**Run 1: PDN straps and rails**

Pins as bars on the die edge. Tap cells in gray.
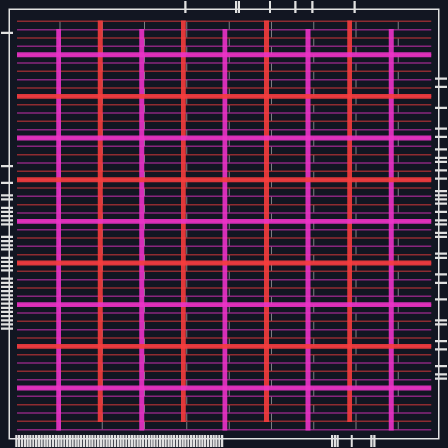
**Run 1: clock network drawn from the DEF**

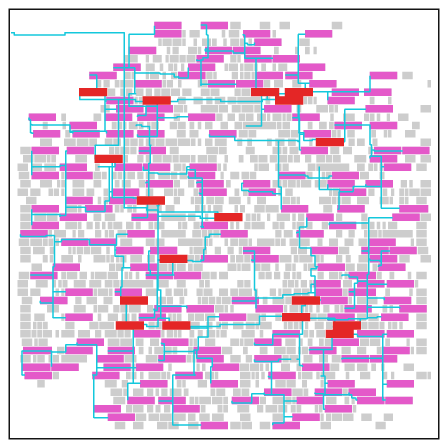
**Run 1: track usage over the die**

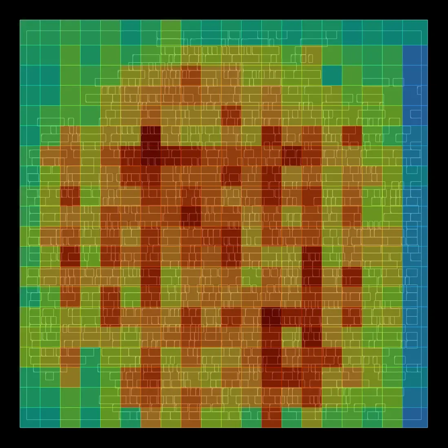
## src/rtl/axi_timer.sv

```systemverilog
// AXI4-Lite memory-mapped 32-bit timer with prescaler, compare match and level interrupt.
// Read and write channels run as independent FSMs; register writes commit on entry to WR_RESP.
module axi_timer #(
  parameter int unsigned PRESC_W = 16
) (
  input  logic        clk_i,
  input  logic        rst_i,
  input  logic        arvalid_i,
  output logic        arready_o,
  input  logic [31:0] araddr_i,
  output logic        rvalid_o,
  input  logic        rready_i,
  output logic [31:0] rdata_o,
  output logic [1:0]  rresp_o,
  input  logic        awvalid_i,
  output logic        awready_o,
  input  logic [31:0] awaddr_i,
  input  logic        wvalid_i,
  output logic        wready_o,
  input  logic [31:0] wdata_i,
  input  logic [3:0]  wstrb_i,
  output logic        bvalid_o,
  input  logic        bready_i,
  output logic [1:0]  bresp_o,
  output logic        irq_o
);

  localparam int unsigned DATA_W = 32;
  localparam int unsigned OFFS_W = 3;
  localparam int unsigned STRB_W = 4;

  localparam logic [OFFS_W-1:0] A_CTRL   = 3'd0;
  localparam logic [OFFS_W-1:0] A_PRESC  = 3'd1;
  localparam logic [OFFS_W-1:0] A_COUNT  = 3'd2;
  localparam logic [OFFS_W-1:0] A_CMP    = 3'd3;
  localparam logic [OFFS_W-1:0] A_STATUS = 3'd4;

  localparam logic [1:0] RESP_OKAY   = 2'b00;
  localparam logic [1:0] RESP_SLVERR = 2'b10;

  typedef enum logic [1:0] {WR_IDLE, WR_WAIT_W, WR_WAIT_AW, WR_RESP} wr_state_t;
  typedef enum logic {RD_IDLE, RD_DATA} rd_state_t;

  wr_state_t wr_state;
  rd_state_t rd_state;

  logic               enable;
  logic               irq_en;
  logic               auto_reload;
  logic [PRESC_W-1:0] prescale;
  logic [PRESC_W-1:0] presc_cnt;
  logic [DATA_W-1:0]  count;
  logic [DATA_W-1:0]  compare;
  logic               match;

  logic [OFFS_W-1:0]  wr_addr_q;
  logic [DATA_W-1:0]  wr_data_q;
  logic [STRB_W-1:0]  wr_strb_q;

  logic               wr_commit_c;
  logic [OFFS_W-1:0]  wr_addr_c;
  logic [DATA_W-1:0]  wr_data_c;
  logic [STRB_W-1:0]  wr_strb_c;
  logic [DATA_W-1:0]  wr_merged_c;
  logic               tick_c;
  logic               hit_c;

  // Only offset bits [4:2] are decoded; the rest is intentionally ignored.
  logic unused_addr_bits;
  assign unused_addr_bits = ^{araddr_i[31:5], araddr_i[1:0], awaddr_i[31:5], awaddr_i[1:0]};

  function automatic logic is_mapped(input logic [OFFS_W-1:0] a);
    return a <= A_STATUS;
  endfunction

  function automatic logic [DATA_W-1:0] read_reg(input logic [OFFS_W-1:0] a);
    logic [DATA_W-1:0] v;
    v = '0;
    case (a)
      A_CTRL:   v = {29'd0, auto_reload, irq_en, enable};
      A_PRESC:  v = DATA_W'(prescale);
      A_COUNT:  v = count;
      A_CMP:    v = compare;
      A_STATUS: v = {31'd0, match};
      default:  v = '0;
    endcase
    return v;
  endfunction

  function automatic logic [DATA_W-1:0] merge_bytes(input logic [DATA_W-1:0] old,
                                                    input logic [DATA_W-1:0] data,
                                                    input logic [STRB_W-1:0] strb);
    logic [DATA_W-1:0] res;
    res = old;
    for (int i = 0; i < STRB_W; i++) begin
      if (strb[i]) res[8*i +: 8] = data[8*i +: 8];
    end
    return res;
  endfunction

  // Select the address/data/strobe of the write completing this cycle, wherever each came from.
  always_comb begin
    wr_commit_c = 1'b0;
    wr_addr_c   = awaddr_i[4:2];
    wr_data_c   = wdata_i;
    wr_strb_c   = wstrb_i;
    case (wr_state)
      WR_IDLE:    wr_commit_c = awvalid_i && wvalid_i;
      WR_WAIT_W: begin
        wr_commit_c = wvalid_i;
        wr_addr_c   = wr_addr_q;
      end
      WR_WAIT_AW: begin
        wr_commit_c = awvalid_i;
        wr_data_c   = wr_data_q;
        wr_strb_c   = wr_strb_q;
      end
      default: wr_commit_c = 1'b0;
    endcase
    wr_merged_c = merge_bytes(read_reg(wr_addr_c), wr_data_c, wr_strb_c);
  end

  assign tick_c = enable && (presc_cnt == prescale);
  assign hit_c  = tick_c && (count == compare);
  assign irq_o  = match && irq_en;

  // Timer and register file; software writes are placed last so they override the tick update.
  always_ff @(posedge clk_i or posedge rst_i) begin
    if (rst_i) begin
      enable      <= 1'b0;
      irq_en      <= 1'b0;
      auto_reload <= 1'b0;
      prescale    <= '0;
      presc_cnt   <= '0;
      count       <= '0;
      compare     <= '0;
      match       <= 1'b0;
    end else begin
      if (enable) presc_cnt <= tick_c ? '0 : presc_cnt + PRESC_W'(1);
      if (tick_c) count <= (hit_c && auto_reload) ? '0 : count + DATA_W'(1);
      if (hit_c) match <= 1'b1;
      if (wr_commit_c) begin
        case (wr_addr_c)
          A_CTRL: begin
            enable      <= wr_merged_c[0];
            irq_en      <= wr_merged_c[1];
            auto_reload <= wr_merged_c[2];
            if (!enable && wr_merged_c[0]) presc_cnt <= '0;
          end
          A_PRESC: begin
            prescale <= wr_merged_c[PRESC_W-1:0];
            if (|wr_strb_c) presc_cnt <= '0;
          end
          A_COUNT:  count   <= wr_merged_c;
          A_CMP:    compare <= wr_merged_c;
          A_STATUS: if (wr_strb_c[0] && wr_data_c[0] && !hit_c) match <= 1'b0;
          default:  ;
        endcase
      end
    end
  end

  // Write channel FSM: accepts AW and W in either order, then holds B until bready_i.
  always_ff @(posedge clk_i or posedge rst_i) begin
    if (rst_i) begin
      wr_state  <= WR_IDLE;
      awready_o <= 1'b1;
      wready_o  <= 1'b1;
      bvalid_o  <= 1'b0;
      bresp_o   <= RESP_OKAY;
      wr_addr_q <= '0;
      wr_data_q <= '0;
      wr_strb_q <= '0;
    end else begin
      case (wr_state)
        WR_IDLE: begin
          if (awvalid_i && !wvalid_i) begin
            wr_addr_q <= awaddr_i[4:2];
            awready_o <= 1'b0;
            wr_state  <= WR_WAIT_W;
          end else if (wvalid_i && !awvalid_i) begin
            wr_data_q <= wdata_i;
            wr_strb_q <= wstrb_i;
            wready_o  <= 1'b0;
            wr_state  <= WR_WAIT_AW;
          end
        end
        WR_WAIT_W, WR_WAIT_AW: ;
        WR_RESP: begin
          if (bready_i) begin
            bvalid_o  <= 1'b0;
            awready_o <= 1'b1;
            wready_o  <= 1'b1;
            wr_state  <= WR_IDLE;
          end
        end
        default: wr_state <= WR_IDLE;
      endcase
      if (wr_commit_c) begin
        awready_o <= 1'b0;
        wready_o  <= 1'b0;
        bvalid_o  <= 1'b1;
        bresp_o   <= is_mapped(wr_addr_c) ? RESP_OKAY : RESP_SLVERR;
        wr_state  <= WR_RESP;
      end
    end
  end

  // Read channel FSM: data is captured at the AR handshake and held until rready_i.
  always_ff @(posedge clk_i or posedge rst_i) begin
    if (rst_i) begin
      rd_state  <= RD_IDLE;
      arready_o <= 1'b1;
      rvalid_o  <= 1'b0;
      rdata_o   <= '0;
      rresp_o   <= RESP_OKAY;
    end else begin
      case (rd_state)
        RD_IDLE: begin
          if (arvalid_i) begin
            rdata_o   <= read_reg(araddr_i[4:2]);
            rresp_o   <= is_mapped(araddr_i[4:2]) ? RESP_OKAY : RESP_SLVERR;
            arready_o <= 1'b0;
            rvalid_o  <= 1'b1;
            rd_state  <= RD_DATA;
          end
        end
        RD_DATA: begin
          if (rready_i) begin
            arready_o <= 1'b1;
            rvalid_o  <= 1'b0;
            rd_state  <= RD_IDLE;
          end
        end
        default: rd_state <= RD_IDLE;
      endcase
    end
  end

endmodule

```

## config.mk

```make
export PLATFORM = sky130hd
export DESIGN_NAME = axi_timer
export DESIGN_NICKNAME = d
export VERILOG_FILES = /design/src/rtl/axi_timer.sv
export SDC_FILE = /design/constraint.sdc
export NUM_CORES = 1
export LEC_CHECK = 0
export CAP_MARGIN = 20
export CORE_MARGIN = 2
export CORE_UTILIZATION = 55
export DETAILED_ROUTE_END_ITERATION = 8
export PLACE_DENSITY = 0.81
export SYNTH_ARGS = -nofsm -noshare
export SYNTH_HDL_FRONTEND = slang
export SYNTH_SLANG_ARGS = --single-unit
```

## constraint.sdc

```tcl
create_clock -name clk_i -period 6.7 [get_ports clk_i]
set_clock_uncertainty 0.1 [all_clocks]
set_input_delay 0.67 -clock clk_i [delete_from_list [all_inputs] [get_ports clk_i]]
set_output_delay 0.67 -clock clk_i [all_outputs]
set_load 0.03 [all_outputs]
```

==> results.ini, run 1 <==
[synthesis]
yosys-stat-cells=1056
yosysTopAreaCell=dfrtp_1
synth_warnings=0
compound_area_frac=0.146
top_cells_by_count=178 x dfrtp_1, 145 x nand2_1, 80 x o21ai_0
ys_seq_frac=0.448
postSynth.topFlopCell=dfrtp_1

[final_timing]
report.final.hold_viol_count=0
tns_ns=0
worst_pin_slew_ns=0.988
fmax_mhz=296
slew_headroom=0.341
setup_viol=0
setup_ws_ns=3.32

[floorplan]
core_um2=18000
fp.dieH_um=140
die_area_um2=19500

[status]
status=completed

[clock_tree]
root_buffer=clkbuf_16
cts_sinks=181
cts_made_buffers=17

[finish]
drive_gt1_frac=0.123
clock_cell_area_share=0.0524
flop_area_um2=4530
nFillCells=1465
layout_top_cell=dfrtp_1

[placed_design]
dpl_cell_area_um2=11100
detailedPlace.worstSlack_ns=3.14

[route]
vias_per_cell=6.55
ant_nets=0
top_layer=met4
drt-met1-wl_um=12000
wl_met3_um=3280

[worst_setup_path]
critPathTopFamily=simple AND/OR/NAND/NOR gates
critical_path.max_stage_delay_ns=0.58
start_kind=flip-flop

[global_route]
antenna_found_initial=0

[power]
peakVddDrop_v=0.000229
p_int_mw=2.86
p_seq_frac=0.404

[min_path]
worstHoldPathType=flip-flop to flip-flop

-- 'PDN straps and rails' (at the start) --
| net | color |
|---|---|
| VSS | magenta |
| VDD | red |
met1 rails: 50
met4 straps: 9

-- 'clock network drawn from the DEF' (at the start) --
[clock drivers] red | count: 17
[clock wires] cyan | length: 2,120 um
[flip-flops] magenta | count: 181
flops lie: widely spread

-- 'track usage over the die' (at the start) --
met2 usage: 0.459
GRT met1 Usage: 0.435
post-DR wirelength/cell: 21.9 um

## Run 2: what changed since run 1
- CORE_UTILIZATION: 55 -> 50
- PLACE_DENSITY: 0.81 -> 0.77
- clock period: 6.7 -> 3.1 ns (I/O delays scaled with it)
**Run 2: PDN straps and rails**

Pins as bars on the die edge. Tap cells in gray.
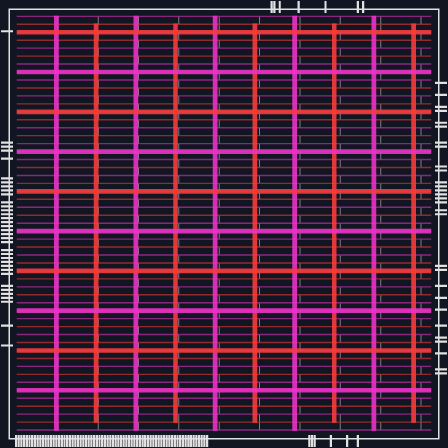
Die X: 146 um
core area: 20,000 um^2
Die Height: 146 um

==> results.ini, run 2 <==
[finish]
drive_gt1_frac=0.148  ; +0.0249

[synthesis]
yosysTopAreaCell=dfrtp_1
yosys-stat-cells=1056  ; unchanged
postSynth.topFlopCell=dfrtp_1

[power]
p_seq_frac=0.389  ; -0.015
peakVddDrop_v=0.000480  ; +110%

[global_route]
grtUsageMet2=0.428  ; -0.0302
met1_usage=0.412  ; -0.0234

[final_timing]
setup_ws_ns=0.360  ; -2.96 ns
slew_headroom=0.333  ; -0.00801

[worst_setup_path]
start_kind=flip-flop

[floorplan]
die_area_um2=21400  ; +9.7%

[placed_design]
dpl_cell_area_um2=11400  ; +3.3%

[status]
status=completed

[clock_tree]
root_buffer=clkbuf_16
cts_sinks=181  ; unchanged
cts_made_buffers=17  ; unchanged

[route]
top_layer=met4
vias_per_cell=6.20  ; -5.3%
ant_nets=0  ; unchanged

[min_path]
worstHoldPathType=input pin to async pin

**Run 2: sequential cells grouped by signal name**

Other sequential cells in the stronger gray, the rest of the logic in the fainter gray.
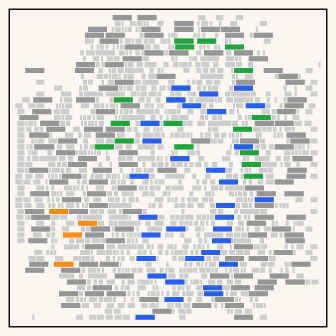
| netlist name | color | placed flops |
|---|---|---|
| count | blue | 32 |
| prescale | green | 16 |
| wr_strb_q | orange | 4 |
not colored: 129

